**src/rtl/irrigation_zone_scheduler.sv**
```systemverilog
// Round-robin irrigation scheduler. It grants one requesting zone at a time and runs a timed
// valve-open / pump / valve-close cycle. A tank interlock aborts the cycle and forces lockout.
module irrigation_zone_scheduler #(
    parameter int NUM_ZONES    = 4,
    parameter int CNT_W        = 8,
    parameter int SETTLE_TICKS = 2,
    parameter int WATER_TICKS  = 10
) (
    input  logic                         clock,
    input  logic                         reset,
    input  logic                         tick,
    input  logic                         enable,
    input  logic [NUM_ZONES-1:0]         zoneReq,
    input  logic                         tankLow,
    input  logic                         alarmIn,
    output logic [NUM_ZONES-1:0]         zoneValve,
    output logic                         pumpOn,
    output logic                         busy,
    output logic [$clog2(NUM_ZONES)-1:0] curZone,
    output logic                         zoneDone,
    output logic                         abortPulse,
    output logic                         lockout
);
    localparam int ZW = $clog2(NUM_ZONES);
    localparam logic [CNT_W-1:0] SETTLE_LAST = CNT_W'(SETTLE_TICKS - 1);
    localparam logic [CNT_W-1:0] WATER_LAST  = CNT_W'(WATER_TICKS - 1);

    typedef enum logic [2:0] {IDLE, OPEN, WATER, CLOSE, LOCKOUT} stateT;

    stateT            state, nextState;
    logic [CNT_W-1:0] cnt;
    logic [ZW-1:0]    rrPtr, grantIdx, nextZone;
    logic [ZW:0]      probe;
    logic             grantValid, intlk, startGrant, abortNow, finishClose, aborted;

    assign intlk    = tankLow | alarmIn;
    assign busy     = (state != IDLE);
    assign nextZone = (curZone == ZW'(NUM_ZONES - 1)) ? '0 : curZone + 1'b1;

    // Walk downward so the last match written is the first requester at or above rrPtr.
    always_comb begin
        grantValid = 1'b0;
        grantIdx   = '0;
        probe      = '0;
        for (int i = NUM_ZONES - 1; i >= 0; i--) begin
            probe = {1'b0, rrPtr} + (ZW + 1)'(i);
            if (probe >= (ZW + 1)'(NUM_ZONES)) probe = probe - (ZW + 1)'(NUM_ZONES);
            if (zoneReq[probe[ZW-1:0]]) begin
                grantValid = 1'b1;
                grantIdx   = probe[ZW-1:0];
            end
        end
    end

    always_comb begin
        nextState   = state;
        startGrant  = 1'b0;
        abortNow    = 1'b0;
        finishClose = 1'b0;
        case (state)
            IDLE: begin
                if (enable && !intlk && grantValid) begin
                    nextState  = OPEN;
                    startGrant = 1'b1;
                end
            end
            OPEN: begin
                if (intlk) begin
                    nextState = CLOSE;
                    abortNow  = 1'b1;
                end else if (tick && cnt == SETTLE_LAST) begin
                    nextState = WATER;
                end
            end
            WATER: begin
                // Interlock takes priority over the final water tick.
                if (intlk) begin
                    nextState = CLOSE;
                    abortNow  = 1'b1;
                end else if (tick && cnt == WATER_LAST) begin
                    nextState = CLOSE;
                end
            end
            CLOSE: begin
                if (tick && cnt == SETTLE_LAST) begin
                    finishClose = 1'b1;
                    nextState   = aborted ? LOCKOUT : IDLE;
                end
            end
            LOCKOUT: begin
                if (tick && !intlk) nextState = IDLE;
            end
            default: nextState = IDLE;
        endcase
    end

    always_ff @(posedge clock) begin
        if (reset) begin
            state      <= IDLE;
            cnt        <= '0;
            rrPtr      <= '0;
            curZone    <= '0;
            zoneValve  <= '0;
            pumpOn     <= 1'b0;
            zoneDone   <= 1'b0;
            abortPulse <= 1'b0;
            lockout    <= 1'b0;
            aborted    <= 1'b0;
        end else begin
            state      <= nextState;
            zoneDone   <= 1'b0;
            abortPulse <= 1'b0;
            pumpOn     <= (nextState == WATER);
            lockout    <= (nextState == LOCKOUT) || (state == IDLE && nextState == IDLE && intlk);
            if (nextState != state) begin
                cnt <= '0;
            end else if (tick) begin
                cnt <= cnt + 1'b1;
            end
            if (startGrant) begin
                curZone   <= grantIdx;
                zoneValve <= NUM_ZONES'(1) << grantIdx;
                aborted   <= 1'b0;
            end
            if (abortNow) begin
                abortPulse <= 1'b1;
                aborted    <= 1'b1;
            end
            // An aborted zone keeps the pointer so it is served first after recovery.
            if (finishClose) begin
                zoneValve <= '0;
                if (aborted) begin
                    rrPtr <= curZone;
                end else begin
                    rrPtr    <= nextZone;
                    zoneDone <= 1'b1;
                end
            end
        end
    end
endmodule

```
**config.mk**
```make
export PLATFORM = sky130hd
export DESIGN_NAME = irrigation_zone_scheduler
export DESIGN_NICKNAME = d
export VERILOG_FILES = /design/src/rtl/irrigation_zone_scheduler.sv
export SDC_FILE = /design/constraint.sdc
export NUM_CORES = 1
export LEC_CHECK = 0
export CAP_MARGIN = 20
export CORE_UTILIZATION = 30
export DETAILED_ROUTE_END_ITERATION = 6
export PLACE_DENSITY_LB_ADDON = 0.08
export SLEW_MARGIN = 10
export SYNTH_ARGS = -nofsm -noshare
export SYNTH_HDL_FRONTEND = slang
export SYNTH_SLANG_ARGS = --single-unit
```
**constraint.sdc**
```tcl
create_clock -name clock -period 2.6 [get_ports clock]
set_clock_uncertainty 0.2 [all_clocks]
set_input_delay 0.39 -clock clock [delete_from_list [all_inputs] [get_ports clock]]
set_output_delay 0.39 -clock clock [all_outputs]
set_load 0.01 [all_outputs]
```
run_1/layer_met1.png
Scale bar: 20 um. Supply wires on this layer in grey.
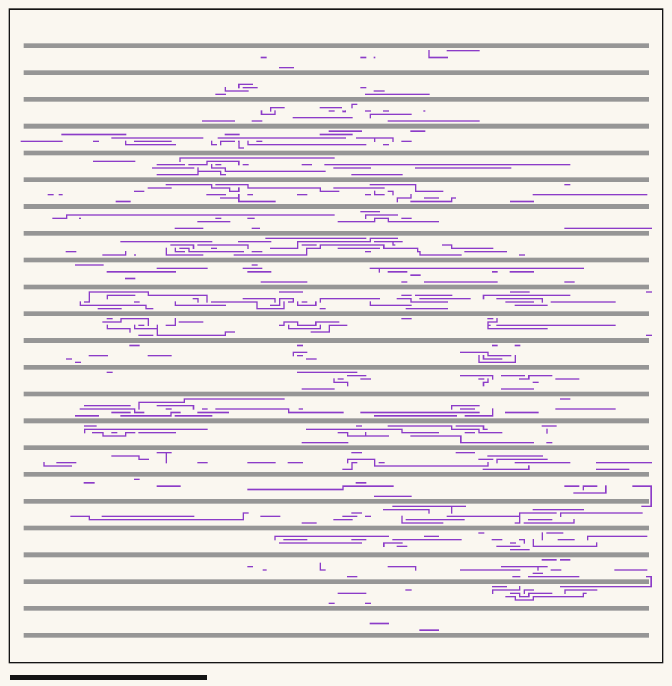
164 nets have wire on it. The longest straight run is 27.1 um. The layer holds 49% of the routed length. The layer carries 1270 um of wire. The wires run mostly horizontal.

run_1/layer_met2.png
Cells faint in the background.
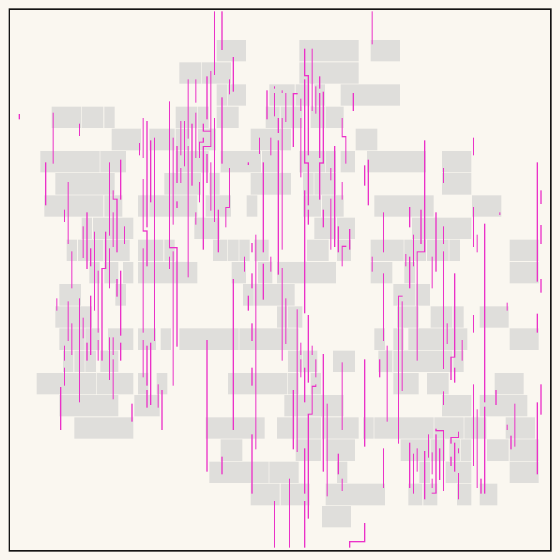
149 nets have wire on it. The wires run mostly vertical. The layer carries 1250 um of wire. The layer holds 48% of the routed length.

run_1/layer_met3.png
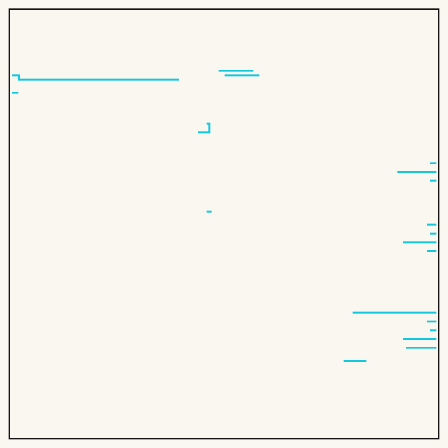
The layer holds 3.2% of the routed length. 18 nets have wire on it.

run_1/placement_by_type.png
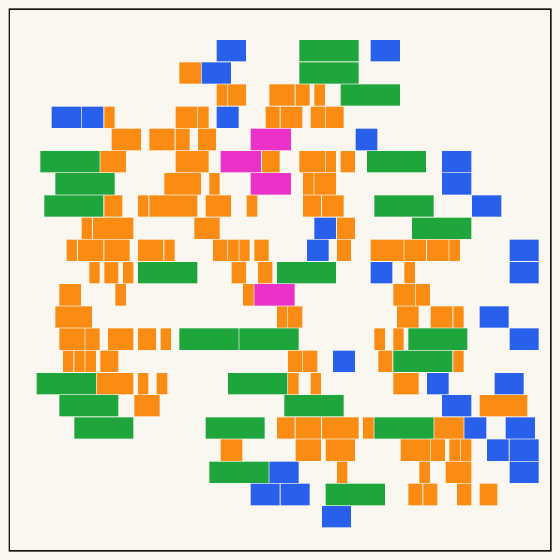
combinational and other logic: drawn in orange, cells 111, share of their area 47%. clock drivers and dummy loads: drawn in magenta, cells 4, share of their area 3.6%. remaining buffers and delay cells: drawn in blue, cells 30, share of their area 18%. sequential cells: drawn in green, cells 24, share of their area 32%.

==> flow_metrics.tcl, run 1 <==
# metrics dict for downstream scripts
set metrics [dict create \
    fp.dieW_um 66.2 \
    critical-path-top-delay-family "AND-OR/OR-AND gates" \
    drt_wl_total_mm 2.61 \
    slowest_delay_ps 490 \
    p_clk_share_pct 26.2 \
    postSynthNetCount 155 \
    clk_pin_slew_worst_paths_ps 80 \
    wl_met1_mm 1.27 \
    grt_max_degree 15 \
    top_cell_area_share_pct 38.9 \
    arrival_ps 2290 \
    swShare_pct 29.4 \
    ys_seq_share_pct 38.9 \
    crit_end "cnt[1]" \
    worstHoldStart "zoneValve[1]" \
    coreArea_sq_mm 0.00380 \
    setup_violations 0 \
    hold_violations 0 \
    relSlewSlack_pct 72.8 \
    ir_drop_v 0.000222 \
    die_y_um 66.2 \
    tightest_slew_ps 407 \
    fin_util_pct 41.5 \
    dpl.hpwl_mm 2.01 \
    design_area_sq_mm 0.00158 \
    aoi_share_pct 18.9 \
    synthCells 143 \
    final_cell_mix "dfxtp_1 (24), clkdlybuf4s50_1 (20), nor2_1 (19), nand2_1 (15)" \
    htree_levels 1 \
    power_uw 954 \
    r2r_cells 6 \
    met3_usage_pct 1.72 \
    tns_ps 0 \
    synth-xor-area-share_pct 7.09 \
    grt_pass1_wl_mm 4.63 \
    drt_pass1_iterations 4 \
    post_drt_wl_per_cell_um 12.0 \
    cts.sink_count 24 \
    required_ps 2540 \
    ys_sh_simple_pct 26.2 \
    wl_met3_um 82 \
    clock_latency_ps 260 \
    yosys_area_sq_mm 0.00124 \
    p_seq_uw 445 \
    maxPowerGroup "sequential cells" \
    cap_violations 0 \
    path_max_fanout 8 \
    powerClk_uw 250 \
    p_leak_nw 0.558 \
    critPathBufInv 0 \
    cts_tree "yes" \
    grt_busiest_layer "met2" \
    status "finished, final reports clean" \
    power_frac_seq_pct 46.7 \
    synth.distinct_cells 44 \
    cts_setup_buffers 0 \
    fin_crit_ps 2350 \
    yosys.area.top_type "dfxtp_1" \
    detail_route.vias_per_cell 4.95 \
    reg2reg_to "cnt[1]" \
    dp_slack_ps 24.3 \
    rows 22 \
    initCoreUtil_pct 32.5 \
    min_path_cells 2 \
    top_cell "dfxtp_1" \
    ys_sh_mux_pct 1.62 \
    cts_buffer_depth 2 \
    cts_made_buffers 3 \
    ff2ff_setup_slack_ps 250 \
    whs_ps 264 \
]
==> run 1: sequential cells by signal, indices dropped and copies added (netlist names) <==
name / count
cnt: 8
curZone: 2
pumpOn: 1
zoneDone: 1
rrPtr: 2
abortPulse: 1
zoneValve: 4
lockout: 1
state: 3
aborted: 1
==> run 1: layout make-up <==
| type | count | area (sq um) |
|---|---|---|
| well taps | 48 | 60.1 |
| flip-flops and latches | 24 | 480 |
| inverters | 4 | 15.0 |
| multi-input cells | 107 | 691 |
| fillers | 380 | 2220 |
| clock buffers | 4 | 55.1 |
| repair buffers | 30 | 275 |
==> run 1: worst reg2reg max path: stages, from the launching register on <==
cell and delay (ps):
dfxtp_1 420, ha_1 170, or4b_4 490, o41ai_2 290
a311oi_1 140, o211ai_2 410, a211oi_1 100
==> inputs of run 2 (changes only) <==
- REMOVE_ABC_BUFFERS: default -> 1
==> flow_metrics.tcl, run 2 <==
# metrics dict for downstream scripts
set metrics [dict create \
    power_frac_seq_pct 48.7 \
    inverters 4 \
    status "finished, final reports clean" \
    rows 22 \
    ir_drop_v 0.000255 \
    aoi_share_pct 18.9 \
    met3_usage_pct 1.55 \
    min_path_cells 2 \
    design.seq.count 24 \
    clk_pin_slew_worst_paths_ps 80 \
    cap_violations 0 \
    yosys.area.top_type "dfxtp_1" \
    grt_busiest_layer "met2" \
    ys_sh_mux_pct 1.62 \
    p_seq_uw 445 \
    clock_buffers 3 \
    drt_wl_total_mm 2.61 \
    whs_ps 262 \
    tightest_slew_ps 474 \
    seq_share_pct 31.3 \
    cts.sink_count 24 \
    wl_met1_mm 1.28 \
    register_area_sq_um 480 \
    ys_sh_simple_pct 26.2 \
    clock_area_share_pct 2.69 \
    n_all_buffers 26 \
    synth.distinct_cells 44 \
    relSlewSlack_pct 68.3 \
    largest_reg_flops 8 \
    top_cell "dfxtp_1" \
    detail_route.vias_per_cell 4.95 \
    swShare_pct 29.9 \
    p_clk_share_pct 23.2 \
    tap_cells 48 \
    dp_slack_ps -3.78 \
    maxPowerGroup "sequential cells" \
    final_cell_mix "dfxtp_1 (24), clkdlybuf4s50_1 (20), nor2_1 (19), nand2_1 (15), a21oi_1 (10)" \
    synthCells 143 \
    grt_pass1_wl_mm 4.54 \
    grt_max_degree 13 \
    required_ps 2540 \
    reg2reg_to "cnt[4]" \
    cts_made_buffers 3 \
    tns_ps 0 \
    largest_class "logic gates" \
    wl_met3_um 61 \
    top_cell_area_share_pct 38.9 \
    fp.dieW_um 66.2 \
    clock_latency_ps 260 \
    power_uw 912 \
    logic_area_sq_um 691 \
    yosys_area_sq_mm 0.00124 \
    cts_tree "yes" \
]
## run 2: cell counts after synthesis
No cell type changed its count.
## run 2: worst max-delay path: cells and delay by family (launching register included)
| kind | cells | cell delay (ps) |
|---|---|---|
| flip-flops | 1 | 430 |
| AND-OR/OR-AND | 3 | 840 |
| AND/OR/NAND/NOR | 2 | 590 |
| adder cells (fa/ha/maj) | 1 | 180 |
## run 2: cell families after synthesis
logic type,Yosys count
flops,24
buf+inv,12
xor+xnor,10
mux,2
compound gates,30
fa+ha+maj,2
simple gates,63
## run 2: how the worst max path moves through the flow
stage | endpoint | slack, ps | cells past startpoint
finish | cnt[4] | 230 | 6
global route | cnt[0] | 70 | 6
CTS | cnt[4] | 190 | 6
detailed placement | cnt[1] | -4 | 6
global placement | cnt[3] | 90 | 5
floorplan | cnt[1] | 480 | 6
run_2/congestion.png
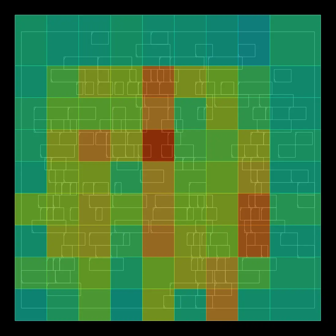
Total Routing Usage GR: 13.5%
wire per inst: 12.3 um
share of the core filled with cells: 40.3%
GR Util met1: 17.4%

